### config.mk
export PLATFORM = sky130hd
export DESIGN_NAME = ahb_apb_bridge
export DESIGN_NICKNAME = d
export VERILOG_FILES = /design/src/rtl/ahb_apb_pkg.sv /design/src/rtl/ahb_apb_bridge.sv
export SDC_FILE = /design/constraint.sdc
export NUM_CORES = 1
export LEC_CHECK = 0
export ABC_AREA = 1
export CAP_MARGIN = 20
export CORE_ASPECT_RATIO = 0.75
export CORE_MARGIN = 2
export CORE_UTILIZATION = 30
export DETAILED_ROUTE_END_ITERATION = 7
export GPL_TIMING_DRIVEN = 0
export PLACE_DENSITY = 0.73
export SETUP_SLACK_MARGIN = 0.3
export SYNTH_ARGS = -nofsm -noshare
export SYNTH_HDL_FRONTEND = slang
export SYNTH_SLANG_ARGS = --single-unit
### constraint.sdc
create_clock -name HCLK -period 1.2 [get_ports HCLK]
set_input_delay 0.12 -clock HCLK [delete_from_list [all_inputs] [get_ports HCLK]]
set_output_delay 0.12 -clock HCLK [all_outputs]
set_load 0.05 [all_outputs]
### src/rtl/ahb_apb_pkg.sv
// ---------------------------------------------------------------------------
// ahb_apb_pkg
// Shared encodings for the AHB-Lite to APB3 bridge:
//   - HTRANS transfer-type encodings
//   - HRESP response encodings
//   - bridge FSM state enumeration
// No ports (package).
// ---------------------------------------------------------------------------
package ahb_apb_pkg;

  localparam logic [1:0] HTRANS_IDLE   = 2'b00;
  localparam logic [1:0] HTRANS_BUSY   = 2'b01;
  localparam logic [1:0] HTRANS_NONSEQ = 2'b10;
  localparam logic [1:0] HTRANS_SEQ    = 2'b11;

  localparam logic HRESP_OKAY  = 1'b0;
  localparam logic HRESP_ERROR = 1'b1;

  typedef enum logic [2:0] {
    ST_IDLE,
    ST_SETUP,
    ST_ACCESS,
    ST_DONE,
    ST_ERR1,
    ST_ERR2
  } bridge_state_e;

endpackage

### src/rtl/ahb_apb_bridge.sv
// ---------------------------------------------------------------------------
// ahb_apb_bridge
// AHB-Lite slave that turns single AHB transfers into APB3 transfers on a
// single APB segment sharing HCLK. One outstanding transfer at a time.
//
// Ports:
//   HCLK, HRESETn          clock, asynchronous active-low reset
//   HSEL/HADDR/HTRANS/     AHB address phase from the matrix
//   HWRITE/HSIZE/HREADY
//   HWDATA                 AHB write data (data phase)
//   HRDATA/HREADYOUT/HRESP registered AHB slave response
//   PADDR/PSEL/PENABLE/    APB master outputs (PWDATA mirrors HWDATA)
//   PWRITE/PWDATA
//   PRDATA/PREADY/PSLVERR  APB slave response
//
// Build option: define APB_BRIDGE_TIMEOUT_EN to abort ACCESS with an ERROR
// response after TIMEOUT_CYCLES cycles of PREADY=0.
// ---------------------------------------------------------------------------
module ahb_apb_bridge
  import ahb_apb_pkg::*;
#(
  parameter int PADDR_WIDTH    = 16,
  parameter int TIMEOUT_CYCLES = 255
) (
  input  logic                   HCLK,
  input  logic                   HRESETn,
  input  logic                   HSEL,
  input  logic [31:0]            HADDR,
  input  logic [1:0]             HTRANS,
  input  logic                   HWRITE,
  input  logic [2:0]             HSIZE,
  input  logic [31:0]            HWDATA,
  input  logic                   HREADY,
  output logic [31:0]            HRDATA,
  output logic                   HREADYOUT,
  output logic                   HRESP,
  output logic [PADDR_WIDTH-1:0] PADDR,
  output logic                   PSEL,
  output logic                   PENABLE,
  output logic                   PWRITE,
  output logic [31:0]            PWDATA,
  input  logic [31:0]            PRDATA,
  input  logic                   PREADY,
  input  logic                   PSLVERR
);

  bridge_state_e           state_q, state_d;
  logic [PADDR_WIDTH-1:0]  paddr_q, paddr_d;
  logic                    pwrite_q, pwrite_d;
  logic [2:0]              hsize_q, hsize_d;
  logic [31:0]             hrdata_q, hrdata_d;
  logic                    hreadyout_q, hreadyout_d;
  logic                    hresp_q, hresp_d;
  logic                    psel_q, psel_d;
  logic                    penable_q, penable_d;
  logic                    accept;
  logic                    timeout_hit;

  assign accept = HSEL & HTRANS[1] & HREADY;

`ifdef APB_BRIDGE_TIMEOUT_EN
  localparam int CNT_W = $clog2(TIMEOUT_CYCLES + 1);
  logic [CNT_W-1:0] tmo_cnt_q, tmo_cnt_d;

  // The count after this cycle's increment reaching TIMEOUT_CYCLES means
  // this is the TIMEOUT_CYCLES-th ACCESS cycle without PREADY.
  assign timeout_hit = (tmo_cnt_q == CNT_W'(TIMEOUT_CYCLES - 1));

  // Outside ACCESS the counter sits at zero, so it is clear on entry.
  always_comb begin
    tmo_cnt_d = '0;
    if (state_q == ST_ACCESS && !PREADY) begin
      tmo_cnt_d = tmo_cnt_q + 1'b1;
    end
  end

  always_ff @(posedge HCLK or negedge HRESETn) begin
    if (!HRESETn) begin
      tmo_cnt_q <= '0;
    end else begin
      tmo_cnt_q <= tmo_cnt_d;
    end
  end
`else
  localparam int UNUSED_TIMEOUT_CYCLES = TIMEOUT_CYCLES;
  assign timeout_hit = 1'b0;
`endif

  always_comb begin
    state_d  = state_q;
    paddr_d  = paddr_q;
    pwrite_d = pwrite_q;
    hsize_d  = hsize_q;
    hrdata_d = hrdata_q;

    case (state_q)
      ST_IDLE, ST_DONE, ST_ERR2: begin
        if (accept) begin
          state_d  = ST_SETUP;
          paddr_d  = HADDR[PADDR_WIDTH-1:0];
          pwrite_d = HWRITE;
          hsize_d  = HSIZE;
        end else begin
          state_d = ST_IDLE;
        end
      end
      ST_SETUP: state_d = ST_ACCESS;
      ST_ACCESS: begin
        // PREADY wins over a timeout landing on the same cycle.
        if (PREADY) begin
          if (PSLVERR) begin
            state_d = ST_ERR1;
          end else begin
            state_d = ST_DONE;
            if (!pwrite_q) hrdata_d = PRDATA;
          end
        end else if (timeout_hit) begin
          state_d = ST_ERR1;
        end
      end
      ST_ERR1: state_d = ST_ERR2;
      default: state_d = ST_IDLE;
    endcase

    // Outputs are registered, so decode them from the next state.
    hreadyout_d = (state_d == ST_IDLE) || (state_d == ST_DONE) || (state_d == ST_ERR2);
    hresp_d     = ((state_d == ST_ERR1) || (state_d == ST_ERR2)) ? HRESP_ERROR : HRESP_OKAY;
    psel_d      = (state_d == ST_SETUP) || (state_d == ST_ACCESS);
    penable_d   = (state_d == ST_ACCESS);
  end

  always_ff @(posedge HCLK or negedge HRESETn) begin
    if (!HRESETn) begin
      state_q     <= ST_IDLE;
      paddr_q     <= '0;
      pwrite_q    <= 1'b0;
      hsize_q     <= 3'd0;
      hrdata_q    <= 32'd0;
      hreadyout_q <= 1'b1;
      hresp_q     <= HRESP_OKAY;
      psel_q      <= 1'b0;
      penable_q   <= 1'b0;
    end else begin
      state_q     <= state_d;
      paddr_q     <= paddr_d;
      pwrite_q    <= pwrite_d;
      hsize_q     <= hsize_d;
      hrdata_q    <= hrdata_d;
      hreadyout_q <= hreadyout_d;
      hresp_q     <= hresp_d;
      psel_q      <= psel_d;
      penable_q   <= penable_d;
    end
  end

  // HWDATA stays stable for the whole data phase because HREADYOUT is low.
  assign PWDATA    = HWDATA;
  assign PADDR     = paddr_q;
  assign PWRITE    = pwrite_q;
  assign PSEL      = psel_q;
  assign PENABLE   = penable_q;
  assign HRDATA    = hrdata_q;
  assign HREADYOUT = hreadyout_q;
  assign HRESP     = hresp_q;

  // HSIZE is captured but APB3 has no size signal; upper address bits and
  // HTRANS[0] do not affect the bridge.
  logic unused_inputs;
  assign unused_inputs = ^{HADDR[31:PADDR_WIDTH], HTRANS[0], hsize_q};

endmodule

Figure 1. M1 wires.
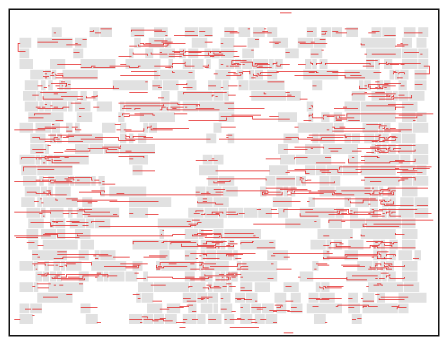
nets with wire on the layer: 468
main direction: horizontal
share of all routed wire: 39%
fraction of met1 tracks used by global routing: 18.5%
WL final: 7530 um
via total after detailed routing: 2,523

Figure 2. Met2 routing.
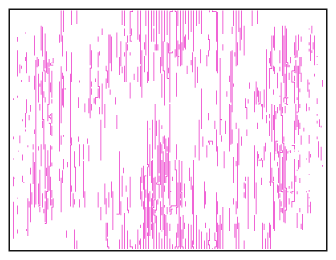
wire length on this layer: 3,800 um
main direction: vertical
share of all routed wire: 51%

==> impl_results.html <==
<h2>Synthesis and place &amp; route</h2>
<table>
<tr><th>Metric</th><th>Value</th></tr>
<tr><th colspan="2">Route</th></tr>
<tr><td>DRC errors left</td><td>0</td></tr>
<tr><td>Average via count per standard cell</td><td>4.33</td></tr>
<tr><td>First-iteration detailed-routing DRC count</td><td>114</td></tr>
<tr><td>Wire length on met3</td><td>715 um</td></tr>
<tr><td>Total length of routed met2 wires</td><td>3800 um</td></tr>
<tr><th colspan="2">Clock network</th></tr>
<tr><td>Clock input transition at the sequential cells of the worst setup and hold paths</td><td>0.10 ns</td></tr>
<tr><td>Total clock sinks</td><td>56</td></tr>
<tr><td>Maximum root-to-sink buffer count</td><td>2</td></tr>
<tr><th colspan="2">Timing</th></tr>
<tr><td>Unrepaired setup endpoints after global routing</td><td>yes</td></tr>
<tr><td>Post-route worst hold slack</td><td>-0.172 ns</td></tr>
<tr><td>Final Slew Violations</td><td>0</td></tr>
<tr><td>Period utilisation layout</td><td>106%</td></tr>
<tr><td>Total count of hold-check failures in the final report</td><td>24</td></tr>
<tr><td>Minimum clock period after layout</td><td>1.27 ns</td></tr>
<tr><td>Number of setup violations in the final report</td><td>49</td></tr>
<tr><td>Minimum setup slack in the final design</td><td>-0.0672 ns</td></tr>
<tr><th colspan="2">Global route</th></tr>
<tr><td>Pin count of the biggest net entering global routing</td><td>32</td></tr>
<tr><td>Global-route usage over all layers</td><td>15.7%</td></tr>
<tr><th colspan="2">Floorplanning</th></tr>
<tr><td>Initial cell density of the core</td><td>31.4%</td></tr>
<tr><td>Y dimension of the die</td><td>83.2 um</td></tr>
<tr><td>Die Area</td><td>9120 um2</td></tr>
<tr><td>Num rows</td><td>28</td></tr>
<tr><th colspan="2">Logic synthesis</th></tr>
<tr><td>Number of enable flip-flop cells</td><td>0</td></tr>
<tr><td>Netlist area before placement</td><td>2510 um2</td></tr>
<tr><td>Main flop type after synthesis</td><td>sky130_fd_sc_hd__dfrtp_1</td></tr>
<tr><td>Synthesized area per cell</td><td>8.93 um2</td></tr>
<tr><td>Area leader, netlist</td><td>sky130_fd_sc_hd__dfrtp_1</td></tr>
<tr><td>Count of cell types in the netlist</td><td>18</td></tr>
<tr><th colspan="2">Place</th></tr>
<tr><td>Placed wire-length estimate</td><td>5060 um</td></tr>
<tr><td>Weighted congestion at the end of routability-driven global placement</td><td>0.694</td></tr>
<tr><td>Placed cell area</td><td>4070 um2</td></tr>
<tr><td>Worst slack, placed</td><td>-0.319 ns</td></tr>
<tr><td>Placed insts</td><td>527</td></tr>
<tr><th colspan="2">Critical path</th></tr>
<tr><td>Cell type of the slowest stage on the worst timing path</td><td>sky130_fd_sc_hd__dfrtp_1</td></tr>
<tr><td>Startpoint class of the critical path</td><td>flip-flop</td></tr>
<tr><td>Delay of the slowest critical-path stage</td><td>0.44 ns</td></tr>
<tr><td>Kind of end point of the critical path</td><td>flip-flop</td></tr>
<tr><td>Critical Path AT</td><td>1.46 ns</td></tr>
<tr><td>Crit-path max FO</td><td>5</td></tr>
<tr><th colspan="2">Cells and area</th></tr>
<tr><td>Number of diodes added for antenna fixing</td><td>0</td></tr>
<tr><td>Top cell excl fill/tap</td><td>sky130_fd_sc_hd__buf_4</td></tr>
<tr><td>Utilization after layout</td><td>60.3%</td></tr>
<tr><td>Nets</td><td>585</td></tr>
<tr><td>Register Area</td><td>1410 um2</td></tr>
<tr><td>Fraction of layout cells with a size suffix above 1</td><td>44.4%</td></tr>
<tr><th colspan="2">Outcome</th></tr>
<tr><td>Failing checks</td><td>hold timing, setup timing</td></tr>
<tr><td>Outcome</td><td>complete, but fails checks</td></tr>
<tr><th colspan="2">Power and ir drop</th></tr>
<tr><td>Power density over cell area</td><td>2850 nW/um2</td></tr>
</table>
Figure 3. The metal 3 layer.
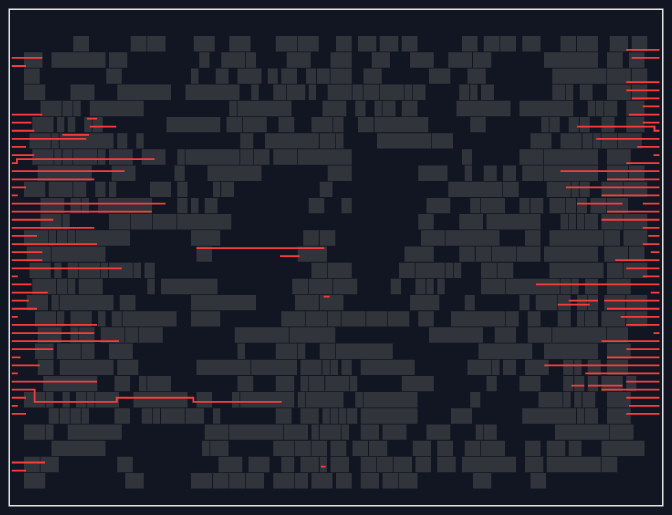
main direction: horizontal
longest straight run: 25.5 um
share of all routed wire: 9.5%
wire length on this layer: 716 um
nets with wire on the layer: 94

Figure 4. Routing congestion map.
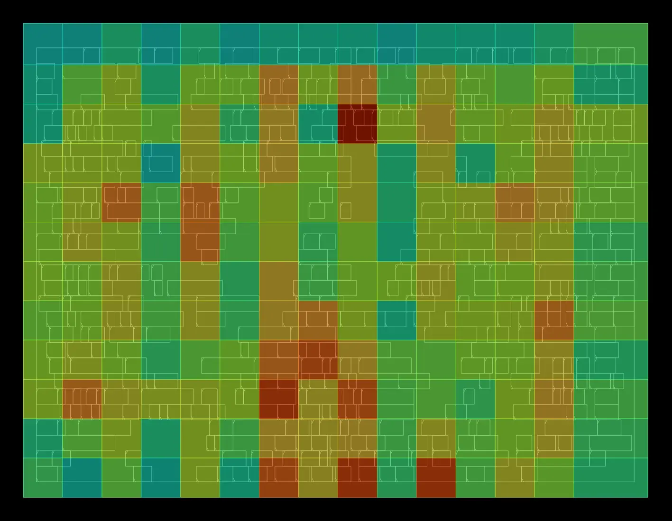
layer with the highest usage after global routing: met2
met3 layer usage reported by global route: 5.65%
global routing met2 resource utilization: 27.3%
routed wire length per instance: 12.9 um

[per-layer routing]
layer  GRT usage [%]  vias up
li1                -     1230
met1            18.5     1182
met2            27.3      107
met3            5.65        4
met4            3.11        0
met5               0        -
[worst max-delay path by stage]
stage / from / cells past startpoint / to / slack, ns
floorplan: state_q[0]$_DFF_PN0_ / 7 / HRDATA[0]$_DFFE_PN0P_ / 0.04
global placement: HRESETn / 1 / PWRITE$_DFFE_PN0P_ / -1.94
detailed placement: PREADY / 7 / HRDATA[12]$_DFFE_PN0P_ / -0.32
CTS: state_q[0]$_DFF_PN0_ / 7 / HRDATA[12]$_DFFE_PN0P_ / -0.06
global route: state_q[1]$_DFF_PN0_ / 7 / PADDR[12]$_DFFE_PN0P_ / -0.15
finish: state_q[1]$_DFF_PN0_ / 7 / PADDR[12]$_DFFE_PN0P_ / -0.07
[where the power goes]
part,switching (mW),leakage [nW],internal [mW]
Sequential,0.767,0.704,2.84
Clock,0.585,0.0645,0.737
Combinational,5.23,1.75,3.57
[cell families after synthesis]
family	Yosys count	synth area share, %
simple gates	136	23.6
flops	56	55.9
compound gates	20	3.99
buf+inv	69	16.5
[worst max-delay path, delay by kind of cell, from the launching register on]
kind	cells	cell delay [ns]
buffers and inverters	2	0.29
AND-OR/OR-AND	1	0.06
flip-flops	1	0.44
AND/OR/NAND/NOR	4	0.39
[what timing repair did]
action                                 CTS  global route
endpoints found under the hold margin   24            24
resized                                457            23
cloned                                   6             0
setup endpoints to repair              141           109
pin swaps                                4             7
buffers inserted                        18            24
[per-stage QoR]
step	power (mW)	setup TNS, ns
2_1_floorplan	7.99	0
3_3_place_gp	10.4	-111.09
3_5_place_dp	10.5	-16.54
4_1_cts	13.0	-2.08
5_1_grt	14.4	-5.74
6_report	13.7	-1.59
[sequential cells by signal, indices dropped and copies added (netlist names)]
name	flops
HRDATA	32
HREADYOUT	1
HRESP	1
PADDR	16
PENABLE	1
PSEL	1
PWRITE	1
state_q	3
[final cells by class]
| cell class | instances | share of cell area (%) |
|---|---|---|
| clock inverters | 1 | 0.624 |
| flip-flops and latches | 56 | 29.2 |
| repair buffers | 188 | 37.8 |
| inverters | 25 | 1.95 |
| clock buffers | 7 | 2.00 |
| well taps | 105 | 2.73 |
| plain buffers | 44 | 7.33 |
| multi-input cells | 157 | 18.3 |
Power figures rest on the tool's default switching activity, not on a simulated workload.
